### Sequential cells coloured by netlist name, run 1

Scale bar: 50 µm.
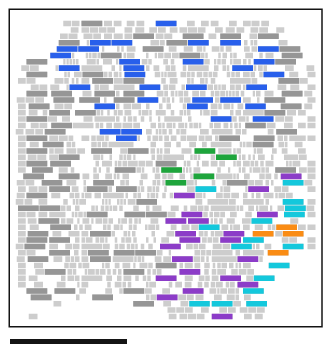
### M4 wires, run 1

Scale bar: 50 µm.
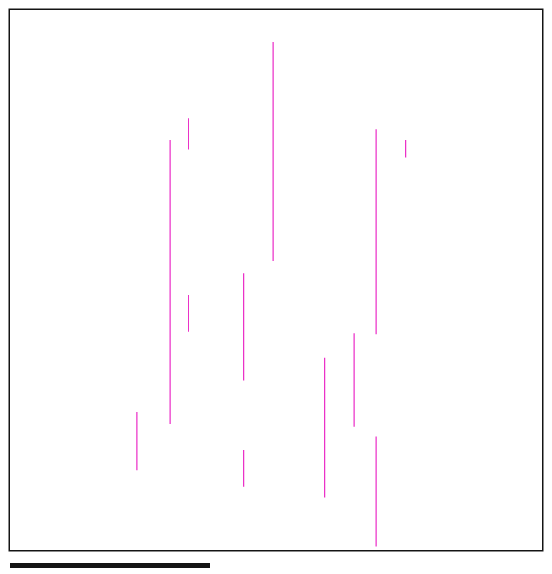
### Logic cells by family, run 1

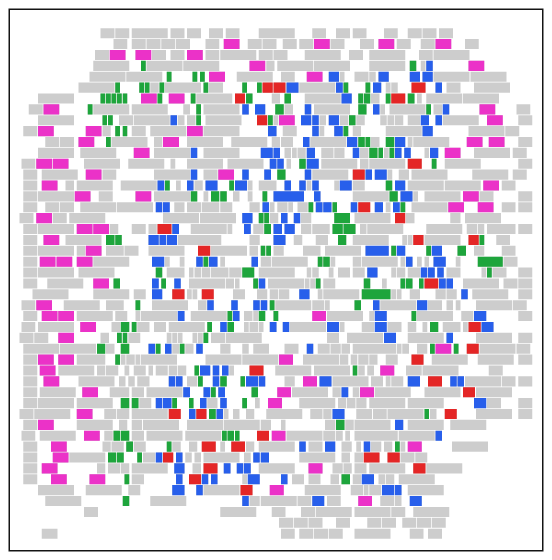
[src/rtl/flash_prog_if.sv]
// Command/status bundle between the flash programming sequencer and its host/engines.
// verify_ok is present only when FLASH_PROG_VERIFY_EN is defined.
interface flash_prog_if #(
    parameter int ADDR_W = 32,
    parameter int LEN_W  = 32,
    parameter int SECT_W = 12
);
    logic                  start;
    logic [ADDR_W-1:0]     base_addr;
    logic [LEN_W-1:0]      data_len;
    logic [3:0]            cmd;
    logic                  cmd_valid;
    logic                  uart_done;
    logic                  flash_done;
    logic                  buff_empty;
`ifdef FLASH_PROG_VERIFY_EN
    logic                  verify_ok;
`endif
    logic [ADDR_W-1:0]     addr;
    logic [15:0]           rx_cnt;
    logic [LEN_W-SECT_W:0] sec_left;
    logic                  busy;
    logic                  done;
    logic                  error;

    modport master (
        output start, base_addr, data_len, uart_done, flash_done, buff_empty,
`ifdef FLASH_PROG_VERIFY_EN
        output verify_ok,
`endif
        input  cmd, cmd_valid, addr, rx_cnt, sec_left, busy, done, error
    );

    modport slave (
        input  start, base_addr, data_len, uart_done, flash_done, buff_empty,
`ifdef FLASH_PROG_VERIFY_EN
        input  verify_ok,
`endif
        output cmd, cmd_valid, addr, rx_cnt, sec_left, busy, done, error
    );
endinterface

[src/rtl/flash_prog_sequencer.sv]
// Flash image programming sequencer: erase all sectors, then per-sector buffer/write/ack loop.
// Define FLASH_PROG_VERIFY_EN to read back and verify every written page (adds verify_ok).
module flash_prog_sequencer #(
    parameter int ADDR_W = 32,
    parameter int LEN_W  = 32,
    parameter int PAGE_W = 8,
    parameter int SECT_W = 12
) (
    input  logic        clk,
    input  logic        rst_n,
    flash_prog_if.slave bus
);
    // state   | meaning
    // IDLE    | wait for start           CALC   | sector count, argument check
    // ERS     | issue erase 0xA          WT_ERS | wait erase flash_done
    // REQ_BUF | issue buffer 0x7         WT_BUF | wait full page or sector received
    // WR_PG   | issue write 0xC          WT_PG  | wait write flash_done
    // RD_PG   | issue read 0xD           WT_RD  | wait read-back, check verify_ok
    // ACK     | issue ack 0x3            WT_ACK | wait uart_done of ack
    // FIN     | pulse done

    localparam int SC_W = LEN_W - SECT_W + 1;
    localparam int PC_W = SECT_W - PAGE_W + 1;
    localparam logic [ADDR_W-1:0] SECT_INC    = {{(ADDR_W-SECT_W-1){1'b0}}, 1'b1, {SECT_W{1'b0}}};
    localparam logic [ADDR_W-1:0] PAGE_INC    = {{(ADDR_W-PAGE_W-1){1'b0}}, 1'b1, {PAGE_W{1'b0}}};
    localparam logic [PC_W-1:0]   PG_PER_SECT = {1'b1, {(PC_W-1){1'b0}}};
    localparam logic [15:0]       SECT_BYTES  = 16'(1 << SECT_W);

    localparam logic [3:0] CMD_ACK = 4'h3;
    localparam logic [3:0] CMD_BUF = 4'h7;
    localparam logic [3:0] CMD_ERS = 4'hA;
    localparam logic [3:0] CMD_WR  = 4'hC;
`ifdef FLASH_PROG_VERIFY_EN
    localparam logic [3:0] CMD_RD  = 4'hD;
`endif

    typedef enum logic [3:0] {
        IDLE, CALC, ERS, WT_ERS, REQ_BUF, WT_BUF, WR_PG, WT_PG,
`ifdef FLASH_PROG_VERIFY_EN
        RD_PG, WT_RD,
`endif
        ACK, WT_ACK, FIN
    } state_e;

    state_e            state_q, state_d;
    logic [3:0]        cmd_q, cmd_d;
    logic [ADDR_W-1:0] addr_q, addr_d, base_q, base_d;
    logic [LEN_W-1:0]  len_q, len_d;
    logic [15:0]       rx_cnt_q, rx_cnt_d;
    logic [SC_W-1:0]   sec_left_q, sec_left_d, ers_left_q, ers_left_d;
    logic [PC_W-1:0]   pg_cnt_q, pg_cnt_d;
    logic              flag_q, flag_d;
    logic [SC_W-1:0]   nsec;
    logic              arg_bad;
    logic              uart_win;

    assign nsec    = SC_W'(len_q >> SECT_W) + SC_W'(|len_q[SECT_W-1:0]);
    assign arg_bad = (len_q == '0) || (base_q[SECT_W-1:0] != '0);

`ifdef FLASH_PROG_VERIFY_EN
    assign uart_win = state_q inside {WT_BUF, WR_PG, WT_PG, RD_PG, WT_RD};
`else
    assign uart_win = state_q inside {WT_BUF, WR_PG, WT_PG};
`endif

    always_ff @(posedge clk or negedge rst_n) begin
        if (!rst_n) begin
            state_q    <= IDLE;
            cmd_q      <= '0;
            addr_q     <= '0;
            base_q     <= '0;
            len_q      <= '0;
            rx_cnt_q   <= '0;
            sec_left_q <= '0;
            ers_left_q <= '0;
            pg_cnt_q   <= '0;
            flag_q     <= 1'b0;
        end else begin
            state_q    <= state_d;
            cmd_q      <= cmd_d;
            addr_q     <= addr_d;
            base_q     <= base_d;
            len_q      <= len_d;
            rx_cnt_q   <= rx_cnt_d;
            sec_left_q <= sec_left_d;
            ers_left_q <= ers_left_d;
            pg_cnt_q   <= pg_cnt_d;
            flag_q     <= flag_d;
        end
    end

    always_comb begin
        state_d    = state_q;
        cmd_d      = cmd_q;
        addr_d     = addr_q;
        base_d     = base_q;
        len_d      = len_q;
        rx_cnt_d   = rx_cnt_q;
        sec_left_d = sec_left_q;
        ers_left_d = ers_left_q;
        pg_cnt_d   = pg_cnt_q;
        flag_d     = flag_q;

        // Sector-received pulse is tracked independently so a coincident flash_done cannot mask it.
        if (uart_win && bus.uart_done) begin
            flag_d = 1'b1;
            if (sec_left_q != '0) sec_left_d = sec_left_q - SC_W'(1);
        end

        case (state_q)
            IDLE: if (bus.start) begin
                base_d  = bus.base_addr;
                len_d   = bus.data_len;
                state_d = CALC;
            end
            CALC: begin
                if (arg_bad) begin
                    state_d = IDLE;
                end else begin
                    addr_d     = base_q;
                    sec_left_d = nsec;
                    ers_left_d = nsec;
                    state_d    = ERS;
                end
            end
            ERS:     state_d = WT_ERS;
            WT_ERS: if (bus.flash_done) begin
                ers_left_d = ers_left_q - SC_W'(1);
                if (ers_left_q == SC_W'(1)) begin
                    addr_d  = base_q;
                    state_d = REQ_BUF;
                end else begin
                    addr_d  = addr_q + SECT_INC;
                    state_d = ERS;
                end
            end
            REQ_BUF: state_d = WT_BUF;
            WT_BUF: begin
                if (!bus.buff_empty && pg_cnt_q != '0) state_d = WR_PG;
                else if (pg_cnt_q == '0 && flag_q)     state_d = ACK;
            end
            WR_PG:   state_d = WT_PG;
`ifdef FLASH_PROG_VERIFY_EN
            WT_PG:   if (bus.flash_done) state_d = RD_PG;
            RD_PG:   state_d = WT_RD;
            WT_RD: if (bus.flash_done) begin
                if (bus.verify_ok) begin
                    addr_d   = addr_q + PAGE_INC;
                    pg_cnt_d = pg_cnt_q - PC_W'(1);
                    state_d  = WT_BUF;
                end else begin
                    state_d  = IDLE;
                end
            end
`else
            WT_PG: if (bus.flash_done) begin
                addr_d   = addr_q + PAGE_INC;
                pg_cnt_d = pg_cnt_q - PC_W'(1);
                state_d  = WT_BUF;
            end
`endif
            ACK:     state_d = WT_ACK;
            WT_ACK: if (bus.uart_done) state_d = (sec_left_q == '0) ? FIN : REQ_BUF;
            FIN:     state_d = IDLE;
            default: state_d = IDLE;
        endcase

        // Issuing states are one-cycle and never self-loop, so command data is loaded on entry.
        case (state_d)
            ERS:     cmd_d = CMD_ERS;
            REQ_BUF: begin
                cmd_d    = CMD_BUF;
                rx_cnt_d = SECT_BYTES;
                pg_cnt_d = PG_PER_SECT;
                flag_d   = 1'b0;
            end
            WR_PG:   cmd_d = CMD_WR;
`ifdef FLASH_PROG_VERIFY_EN
            RD_PG:   cmd_d = CMD_RD;
`endif
            ACK: begin
                cmd_d    = CMD_ACK;
                rx_cnt_d = 16'(sec_left_d);
            end
            default: ;
        endcase
    end

    always_comb begin
        bus.cmd_valid = 1'b0;
        bus.error     = 1'b0;
        bus.busy      = (state_q != IDLE);
        bus.done      = (state_q == FIN);
        case (state_q)
            ERS, REQ_BUF, WR_PG, ACK: bus.cmd_valid = 1'b1;
            CALC:                     bus.error     = arg_bad;
`ifdef FLASH_PROG_VERIFY_EN
            RD_PG:                    bus.cmd_valid = 1'b1;
            WT_RD:                    bus.error     = bus.flash_done && !bus.verify_ok;
`endif
            default: ;
        endcase
    end

    assign bus.cmd      = cmd_q;
    assign bus.addr     = addr_q;
    assign bus.rx_cnt   = rx_cnt_q;
    assign bus.sec_left = sec_left_q;
endmodule

[src/flat_wrapper.sv]
// flat-port wrapper written by rule: the top's interface ports become plain ports
module flash_prog_sequencer_flat 
#(
    parameter int ADDR_W = 32,
    parameter int LEN_W  = 32,
    parameter int PAGE_W = 8,
    parameter int SECT_W = 12
)
  (clk, rst_n, bus_start, bus_base_addr, bus_data_len, bus_uart_done, bus_flash_done, bus_buff_empty, bus_cmd, bus_cmd_valid, bus_addr, bus_rx_cnt, bus_sec_left, bus_busy, bus_done, bus_error);
  flash_prog_if #(.ADDR_W(ADDR_W), .LEN_W(LEN_W), .SECT_W(SECT_W)) bus_i ();
  input  logic clk;
  input  logic rst_n;
  input wire logic [$bits(bus_i.start)-1:0] bus_start;
  input wire logic [$bits(bus_i.base_addr)-1:0] bus_base_addr;
  input wire logic [$bits(bus_i.data_len)-1:0] bus_data_len;
  input wire logic [$bits(bus_i.uart_done)-1:0] bus_uart_done;
  input wire logic [$bits(bus_i.flash_done)-1:0] bus_flash_done;
  input wire logic [$bits(bus_i.buff_empty)-1:0] bus_buff_empty;
  output wire logic [$bits(bus_i.cmd)-1:0] bus_cmd;
  output wire logic [$bits(bus_i.cmd_valid)-1:0] bus_cmd_valid;
  output wire logic [$bits(bus_i.addr)-1:0] bus_addr;
  output wire logic [$bits(bus_i.rx_cnt)-1:0] bus_rx_cnt;
  output wire logic [$bits(bus_i.sec_left)-1:0] bus_sec_left;
  output wire logic [$bits(bus_i.busy)-1:0] bus_busy;
  output wire logic [$bits(bus_i.done)-1:0] bus_done;
  output wire logic [$bits(bus_i.error)-1:0] bus_error;
  assign bus_i.start = bus_start;
  assign bus_i.base_addr = bus_base_addr;
  assign bus_i.data_len = bus_data_len;
  assign bus_i.uart_done = bus_uart_done;
  assign bus_i.flash_done = bus_flash_done;
  assign bus_i.buff_empty = bus_buff_empty;
  assign bus_cmd = bus_i.cmd;
  assign bus_cmd_valid = bus_i.cmd_valid;
  assign bus_addr = bus_i.addr;
  assign bus_rx_cnt = bus_i.rx_cnt;
  assign bus_sec_left = bus_i.sec_left;
  assign bus_busy = bus_i.busy;
  assign bus_done = bus_i.done;
  assign bus_error = bus_i.error;
  flash_prog_sequencer #(.ADDR_W(ADDR_W), .LEN_W(LEN_W), .PAGE_W(PAGE_W), .SECT_W(SECT_W)) u_core (.clk(clk), .rst_n(rst_n), .bus(bus_i));
endmodule
[config.mk]
export PLATFORM = sky130hd
export DESIGN_NAME = flash_prog_sequencer_flat
export DESIGN_NICKNAME = d
export VERILOG_FILES = /design/src/rtl/flash_prog_if.sv /design/src/rtl/flash_prog_sequencer.sv /design/src/flat_wrapper.sv
export SDC_FILE = /design/constraint.sdc
export NUM_CORES = 1
export LEC_CHECK = 0
export ABC_AREA = 0
export CAP_MARGIN = 15
export CORE_AREA = 2 2 131 133
export DETAILED_ROUTE_END_ITERATION = 8
export DIE_AREA = 0 0 133 135
export PLACE_DENSITY_LB_ADDON = 0.3
export SLEW_MARGIN = 20
export SYNTH_ARGS = -nofsm -noshare
export SYNTH_HDL_FRONTEND = slang
export SYNTH_SLANG_ARGS = --single-unit
[constraint.sdc]
create_clock -name clk -period 3.2 [get_ports clk]
set_input_delay 0.48 -clock clk [delete_from_list [all_inputs] [get_ports clk]]
set_output_delay 0.48 -clock clk [all_outputs]
set_load 0.02 [all_outputs]
==> flow_summary.toml, run 1 <==
# yosys + openroad results
[sta]
finalCritPeriodShare_pct = 93.93
drv_slew = 0
skew_ns = 0.009043
tns_ns = 0
fmax_ghz = 0.3327
hold_viol_final = 0
finalWorstSetupSlack_ns = 0.1942
setup_violations = 0

[yosys]
synth.most_common_cell = "dfrtp_1"
edf_count = 0
ys_sh_mux_pct = 9.706
ys_types = 72
largest_area_cell = "dfrtp_1"
syn_nets = 957
syn_inst = 878
ys_chip_area_mm2 = 0.008778
fa_ha_area_share_pct = 1.283
synthTopCellsByArea = "dfrtp_1 (48%), mux2_2 (8.3%), nand2_1 (3.8%)"
yosysWarnings = 0
async_flop_share_pct = 100.0
synthFlopType = "dfrtp_1"
top_cells_by_count = "dfrtp_1 (168), nand2_1 (88), mux2_2 (65), nor2_1 (60), a21oi_1 (51)"
compound_area_share_pct = 15.68
yosysSeqAreaShare_pct = 47.89
syn_avg_cell_area_um2 = 9.998
ys_cells = 878

[drt]
drtPass1Iterations = 6
wl_met1_um = 10550
route.met3.wl_um = 1764
wire_per_inst_um = 18.34
wl_met2_um = 10470
drt_iter0_drc = 1033
top_layer = "met4"

[layout]
buf_share_pct = 14.99
comb-cell-share_pct = 38.95
area_growth_pct = 27.30
inverters_excl_clock = 20
clk_share_pct = 5.296
buffers = 171
comb.multi_input.count = 651
lay_top_count = "dfrtp_1"
fillers = 1259
flop-count = 168
comb_area_mm2 = 0.004353
clkbuf_count = 18

[floorplan]
rows = 47
fp_util_pct = 53.50
ioPinCount = 147
die.size.x_um = 133
taps = 220
die_area_mm2 = 0.01796
core-area_mm2 = 0.01641
dieHeight_um = 135

[outcome]
status = "complete, no violations"

[power_and_ir_drop]
finalPower_uw = 9264
ir_drop_mv = 0.5681
leakage_uw = 0.004510

[setup_path]
crit_arrival_ns = 2.53
path_class = "reg -> out"
cp_max_fo = 5
cp-end-kind = "output pin"
startpoint_type = "register"
worstPathRequired_ns = 2.72
r2r_start = "u_core.bus.sec_left[10]"
worstRegToRegCells = 6

[cts]
cts_buffers = 17
cts_max_path_buffers = 2
postCtsSetupBuffers = 0
cts_num_sinks = 168
clk_pin_slew_ns = 0.07
tritoncts = "yes"
root_buffer = "clkbuf_16"
ctsHoldBuffers = 0
cts_resized = 0

[job]
warnings = 28
cap_violations = 0

[global_routing]
busiest_layer = "met2"
grt_max_degree = 72
antenna_found_initial = 0
grt_pass1_vias = 7137
use_met3_pct = 6.306
track_usage_pct = 26.38
grt_first_pass_wirelength_um = 37400

[place]
portBuffers = 146
pre_cts_ws_ns = 0.3344
gp_congestion = 0.9088
placedCellCount = 1230

[min_path]
hold_path.class = "in -> async"
About 'Sequential cells coloured by netlist name':
Blue shows u_core.bus.addr, sequential cells 32. Purple shows u_core.bus.sec_left, sequential cells 21. Cyan shows u_core.bus.rx_cnt, sequential cells 16. Orange shows u_core.bus.cmd, sequential cells 4. Green shows u_core.pg_cnt_q, sequential cells 5.
Another 90 sequential cells are not coloured.
utilization after layout: 68.11%
FF+latch area: 0.004204 mm²
Power Sequential: 3680 µW
Seq/total area: 37.62%

About 'M4 wires':
The wires run mostly vertical. 9 nets have wire on it.
Vias: 7,611
Post-Route WL: 23,110 µm

About 'Logic cells by family':
Magenta shows multiplexers, cells 77, where spread over the die. Blue shows inverting AOI/OAI gates, cells 169. Green shows NAND gates, cells 143. Red shows AND-OR and OR-AND gates, cells 36.

## run 1: power by group
part / switching (µW) / leakage, µW / total, µW / internal, µW
clock: 841 / 0.000280 / 2080 / 1240
sequential: 800 / 0.00199 / 3680 / 2880
combinational: 1900 / 0.00224 / 3510 / 1610
total: 3540 / 0.00451 / 9260 / 5730
## run 1: cells by family (layout without fill, tap and decap cells)
logic type	count (synthesis)	in the layout
AND-OR/OR-AND	205	205
XOR/XNOR	37	37
adder cells (fa/ha/maj)	9	9
buffers and inverters	59	221
flip-flops	168	168
multiplexers	77	77
AND/OR/NAND/NOR	323	323
## run 1: worst max-delay path: stages (launching register included)
cell and delay, ns:
dfrtp_1 0.42, nor4_1 0.48, nand4_1 0.24, o21ai_0 0.20, and2_1 0.14, clkdlybuf4s50_1 0.63
## run 1: how the worst max path moves through the flow
stage                            start                      to  slack, ns  cells past startpoint
2_1_floorplan  u_core.bus.sec_left[10]  u_core.bus.sec_left[5]       0.61                      7
3_3_place_gp             bus_uart_done   u_core.bus.rx_cnt[13]       0.42                      7
3_5_place_dp             bus_uart_done  u_core.bus.sec_left[5]       0.33                      7
4_1_cts               u_core.len_q[28]               bus_error       0.15                      5
5_1_grt               u_core.len_q[28]               bus_error       0.12                      5
6_report              u_core.len_q[28]               bus_error       0.19                      5
## run 1: flip-flops by register name, summed over array words and instances (netlist names)
register and count:
u_core.pg_cnt_q 5, u_core.bus.cmd 4, u_core.bus.sec_left 21, u_core.len_q 32
u_core.ers_left_q 21, u_core.state_q 4, u_core.bus.addr 32, u_core.flag_q 1
u_core.base_q 32, u_core.bus.rx_cnt 16
### Signal wires by layer, run 1

Only two layers are drawn.
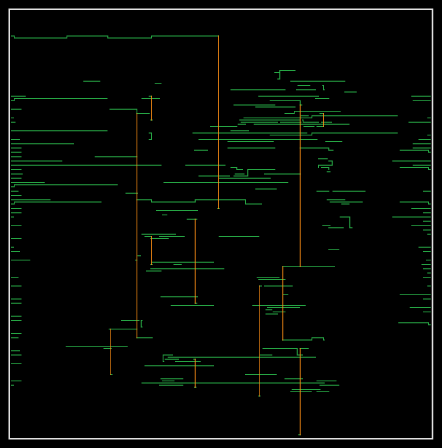

==> run 2, diff against run 1 <==
--- a/config.mk
+++ b/config.mk
@@ -7,9 +7,9 @@
 export LEC_CHECK = 0
 export ABC_AREA = 0
 export CAP_MARGIN = 15
-export CORE_AREA = 2 2 131 133
+export CORE_AREA = 2 2 127 129
 export DETAILED_ROUTE_END_ITERATION = 8
-export DIE_AREA = 0 0 133 135
+export DIE_AREA = 0 0 129 131
 export PLACE_DENSITY_LB_ADDON = 0.3
 export SLEW_MARGIN = 20
 export SYNTH_ARGS = -nofsm -noshare
==> constraint.sdc (replaced) <==
create_clock -name clk -period 3.65 [get_ports clk]
set_input_delay 0.5475 -clock clk [delete_from_list [all_inputs] [get_ports clk]]
set_output_delay 0.5475 -clock clk [all_outputs]
set_load 0.02 [all_outputs]
### Signal wires by layer, run 2

Only two layers are drawn.
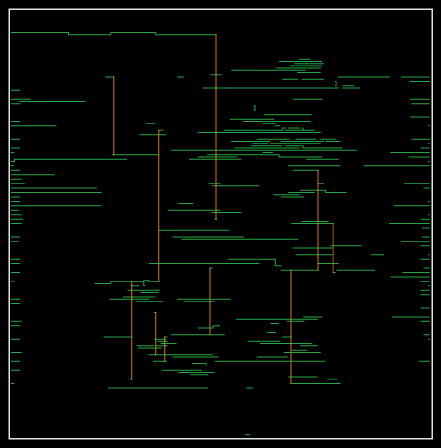
Orange shows met4, wire length 277 µm. Green shows met3, wire length 1,800 µm.
post-DR wirelength/cell: 18.20 µm
GRT Total Usage: 28.09%
Post-Route WL: 22,750 µm

==> run 2 against run 1 <==
  * Critical path depth is 1 lower
  * Via count shrank 0.54%
  * Global-route usage grew 1.7 points
  * Worst hold slack gained 0.076 ns
  * Critical path type unchanged
  * Largest cell class unchanged
  * Clock-buffer cell count rose by 4
==> flow_summary.toml, run 2 <==
# yosys + openroad results
[setup_path]
r2r_start = "u_core.ers_left_q[14]"
path_class = "reg -> out"
cp.depth = 4
worstPathRequired_ns = 3.10
startpoint_type = "register"
worstRegToRegCells = 7
crit_end = "bus_error"
slowest_stage = "clkdlybuf4s50_1"
cpLargestDelayFamily = "simple AND/OR/NAND/NOR gates"
crit_arrival_ns = 2.53
startpoint = "u_core.state_q[1]"
critPathMaxStageDelay_ns = 0.62
crit_chain = "nand2b_1 -> nor3_1 -> and2_1 -> clkdlybuf4s50_1"
crit_buf_inv = 1

[job]
cap_violations = 0
warnings = 28

[global_routing]
grt_max_degree = 68
antenna_found_initial = 0
grt_first_pass_wirelength_um = 36970

[sta]
tns_ns = 0
finalCritPeriodShare_pct = 84.27
finalWorstSetupSlack_ns = 0.5741
hold_viol_final = 0
fmax_ghz = 0.3251
drv_slew = 0

[yosys]
largest_area_cell = "dfrtp_1"
yosysWarnings = 0
synthFlopType = "dfrtp_1"
edf_count = 0
yosysSeqAreaShare_pct = 47.89
fa_ha_area_share_pct = 1.283
syn_nets = 957
synth.most_common_cell = "dfrtp_1"
syn_avg_cell_area_um2 = 9.998
ys_cells = 878
ys_chip_area_mm2 = 0.008778
ys_types = 72
ys_sh_mux_pct = 9.706
syn_inst = 878
compound_area_share_pct = 15.68
synthTopCellsByArea = "dfrtp_1 (48%), mux2_2 (8.3%), nand2_1 (3.8%)"

[floorplan]
dieHeight_um = 131
fp_util_pct = 56.28
die.size.x_um = 129
rows = 46
ioPinCount = 147
die_area_mm2 = 0.01690

[cts]
cts_num_sinks = 168
clk_pin_slew_ns = 0.06
cts_buffers = 17
cts_resized = 0
root_buffer = "clkbuf_16"
postCtsSetupBuffers = 0
cts_max_path_buffers = 2

[layout]
lay_top_count = "dfrtp_1"
area_growth_pct = 27.00

[drt]
drtPass1Iterations = 5
via_count = 7570

[place]
pre_cts_ws_ns = 0.6976
portBuffers = 146
gp_congestion = 0.9021

[power_and_ir_drop]
leakage_uw = 0.004508
ir_drop_mv = 0.4312

[min_path]
hold_path.class = "in -> async"

[outcome]
status = "complete, no violations"
### Sequential cells coloured by netlist name, run 2

Scale bar: 50 µm.
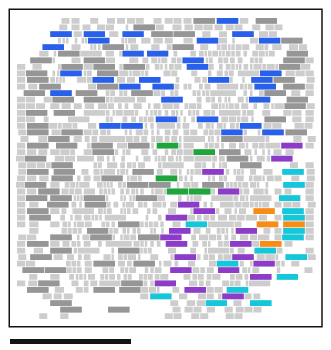
Seq/total area: 37.71%
utilization after layout: 71.47%
Power Sequential: 3260 µW

[run 2: cell counts after synthesis]
Identical to the previous run, type by type.
[run 2: where the power goes]
part / leakage, µW / switching, µW / internal (µW)
combinational: 0.00221 / 1620 / 1390
sequential: 0.00199 / 738 / 2520
clock: 0.000312 / 729 / 1210
total: 0.00451 / 3090 / 5120
[run 2: final cells by class]
type	count	area (µm²)
Fill cell	1166	4449
Inverter	20	75.07
Timing Repair Buffer	165	1618
Multi-Input combinational cell	651	4353
Clock buffer	22	484.2
Sequential cell	168	4204
Clock inverter	8	143.9
Tap cell	216	270.3
[run 2: cells by family (layout without fill, tap and decap cells)]
logic type	count (synthesis)	count (layout)
multiplexers	77	77
XOR/XNOR	37	37
flip-flops	168	168
buffers and inverters	59	215
AND-OR/OR-AND	205	205
adder cells (fa/ha/maj)	9	9
AND/OR/NAND/NOR	323	323
[run 2: worst min path at each step]
stage                         end  cells past startpoint  slack, ns
2_1_floorplan    u_core.base_q[0]                      0       0.25
3_3_place_gp   u_core.bus.addr[4]                      2       0.45
3_5_place_dp   u_core.bus.addr[7]                      2       0.46
4_1_cts          u_core.len_q[11]                      1       0.10
5_1_grt          u_core.len_q[11]                      1       0.13
6_report          u_core.len_q[6]                      1       0.08
[run 2: worst reg2reg max path, delay by kind of cell, from the launching register on]
kind | cells | cell delay, ns
simple gates | 3 | 1.30
compound gates | 3 | 0.92
flops | 1 | 0.41
buf+inv | 1 | 0.31
[run 2: routing by layer]
layer	wire length [µm]	up-vias	global-route usage [%]
met4	277	0	8.248
met1	10270	3679	40.86
met2	10410	330	42.27
met5	0	-	0
met3	1795	26	6.637
li1	-	3535	-
### M4 wires, run 2

Scale bar: 50 µm.
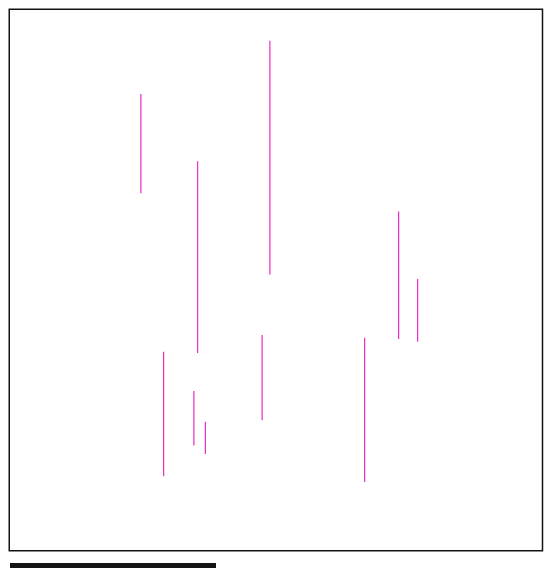

==> run 3, diff against run 2 <==
--- a/config.mk
+++ b/config.mk
@@ -7,9 +7,9 @@
 export LEC_CHECK = 0
 export ABC_AREA = 0
 export CAP_MARGIN = 15
-export CORE_AREA = 2 2 127 129
+export CORE_AREA = 2 2 131 133
 export DETAILED_ROUTE_END_ITERATION = 8
-export DIE_AREA = 0 0 129 131
+export DIE_AREA = 0 0 133 135
 export PLACE_DENSITY_LB_ADDON = 0.3
 export SLEW_MARGIN = 20
 export SYNTH_ARGS = -nofsm -noshare
==> constraint.sdc (replaced) <==
create_clock -name clk -period 3.1 [get_ports clk]
set_input_delay 0.465 -clock clk [delete_from_list [all_inputs] [get_ports clk]]
set_output_delay 0.465 -clock clk [all_outputs]
set_load 0.02 [all_outputs]
### M4 wires, run 3

Scale bar: 50 µm.
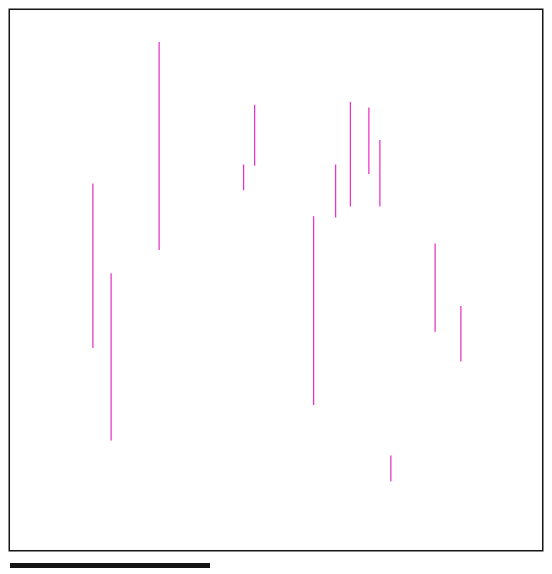
Post-Route WL: 23,650 µm
Vias: 7,540

==> run 3 against run 2 <==
  * Clock power is 8% higher
  * Largest power group unchanged
  * Cell area is 0.59% higher
  * Flip-flop count stayed put
  * Power is 17% higher
==> flow_summary.toml, run 3 <==
# yosys + openroad results
[yosys]
top_area_share_pct = 47.89
synthFlopType = "dfrtp_1"
ys_chip_area_mm2 = 0.008778
synthTopCellsByArea = "dfrtp_1 (48%), mux2_2 (8.3%), nand2_1 (3.8%)"
largest_area_cell = "dfrtp_1"
syn_avg_cell_area_um2 = 9.998
syn_inst = 878
syn_nets = 957
ys_types = 72
yosysSeqAreaShare_pct = 47.89
edf_count = 0
synth.most_common_cell = "dfrtp_1"
async_flop_share_pct = 100.0
yosysWarnings = 0
ys_cells = 878

[setup_path]
crit_buf_inv = 1
worstPathRequired_ns = 2.63
startpoint = "u_core.len_q[17]"
path_class = "reg -> out"
startpoint_type = "register"
worstRegToRegCells = 6
slowest_stage = "clkdlybuf4s50_1"
crit_chain = "nor4_1 -> nand4_1 -> o21ai_0 -> and2_1 -> clkdlybuf4s50_1"
crit_end = "bus_error"
ff2ff_setup_slack_ns = 0.29
r2r_start = "u_core.bus.sec_left[10]"
cp.depth = 5
cpLargestDelayFamily = "simple AND/OR/NAND/NOR gates"
crit_arrival_ns = 2.48
critPathMaxStageDelay_ns = 0.62

[sta]
slew_headroom_pct = 40.75
setup_violations = 0
hold_viol_final = 0
finalCriticalPeriod_ns = 2.948
fmax_ghz = 0.3393
tns_ns = 0
drv_slew = 0
finalCritPeriodShare_pct = 95.08
finalWorstSetupSlack_ns = 0.1524

[power_and_ir_drop]
leakage_uw = 0.004537
ir_drop_mv = 0.5173
powerDensity_mw_per_mm2 = 856.1

[place]
post-dp-hpwl_um = 17070
gp_congestion = 0.8956
pre_cts_ws_ns = 0.2311
portBuffers = 146
placedCellCount = 1231

[job]
cap_violations = 0
warnings = 28

[layout]
area_growth_pct = 27.75
layout_top_cells = "dfrtp_1 (168), clkdlybuf4s50_1 (145), nand2_1 (88)"
lay_top_count = "dfrtp_1"

[outcome]
status = "complete, no violations"

[cts]
postCtsSetupBuffers = 0
root_buffer = "clkbuf_16"
cts_max_path_buffers = 2
cts_buffers = 17
clk_latency_ns = 0.43
cts_num_sinks = 168
clk_pin_slew_ns = 0.06

[floorplan]
die.size.x_um = 133
ioPinCount = 147
die_area_mm2 = 0.01796
fp_util_pct = 53.50
rows = 47
dieHeight_um = 135

[drt]
drtPass1Iterations = 5

[min_path]
hold_path.class = "in -> async"

[global_routing]
grt_pass1_vias = 7310
grt_max_degree = 84
antenna_found_initial = 0
grt_first_pass_wirelength_um = 38520
### Signal wires by layer, run 3

Only two layers are drawn.
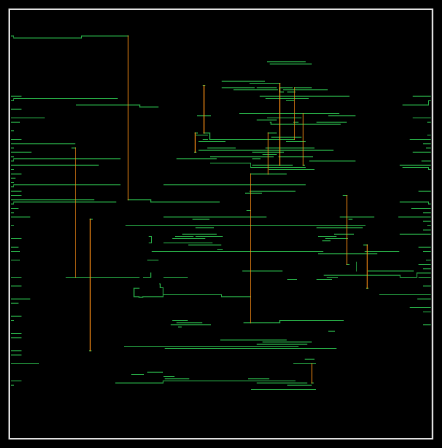
Orange shows met4, wire length 315 µm. Green shows met3, wire length 1,970 µm.
post-DR wirelength/cell: 18.76 µm
GRT Total Usage: 27.30%

## run 3: cell counts after synthesis
No cell type changed its count.
## run 3: worst reg2reg max path, cell delays in order (launching register included)
cell and delay, ns:
dfrtp_1 0.43, or4_1 0.67, or4_4 0.62, o21ai_2 0.44, nor4_1 0.14, xnor2_1 0.25
mux2i_1 0.13
## run 3: timing repair
item | 4_1_cts | 5_1_grt
endpoints found under the setup margin | 0 | 1
hold buffers | 0 | 0
resized | 0 | 3
## run 3: logic make-up after synthesis
kind of cell,share of synthesized area (%)
buffers and inverters,2.836
adder cells (fa/ha/maj),1.283
XOR/XNOR,3.692
AND-OR/OR-AND,15.68
flip-flops,47.89
AND/OR/NAND/NOR,18.91
multiplexers,9.706
## run 3: stage by stage
stage / area [µm²] / hold WS (ns) / utilization [%]
3_3_place_gp: 10620 / 0.4517 / 64.70
6_report: 11210 / 0.06969 / 68.35
2_1_floorplan: 8778 / 0.1694 / -
4_1_cts: 11200 / 0.1044 / 68.24
3_5_place_dp: 10620 / 0.4557 / 64.70
5_1_grt: 11210 / 0.1415 / 68.35
## run 3: per-layer routing
metal	wire length (µm)	track usage [%]	share of wire, %
met1	10590	38.58	45
met3	1974	7.395	8.3
met4	314	8.065	1.3
met2	10780	41.54	46
met5	0	0	0
## run 3: final cells by class
class	instances	area (µm²)
fillers	1242	5192
flip-flops and latches	168	4204
clock buffers	23	488.0
inverters	20	75.07
clock inverters	7	92.59
repair buffers	172	1708
multi-input cells	651	4372
well taps	220	275.3
## run 3: power by group
| part | total, µW | internal (µW) | switching [µW] |
|---|---|---|---|
| Clock | 2100 | 1260 | 833 |
| Sequential | 3850 | 2970 | 878 |
| Combinational | 3660 | 1700 | 1960 |
Power figures rest on the tool's default switching activity, not on a simulated workload.
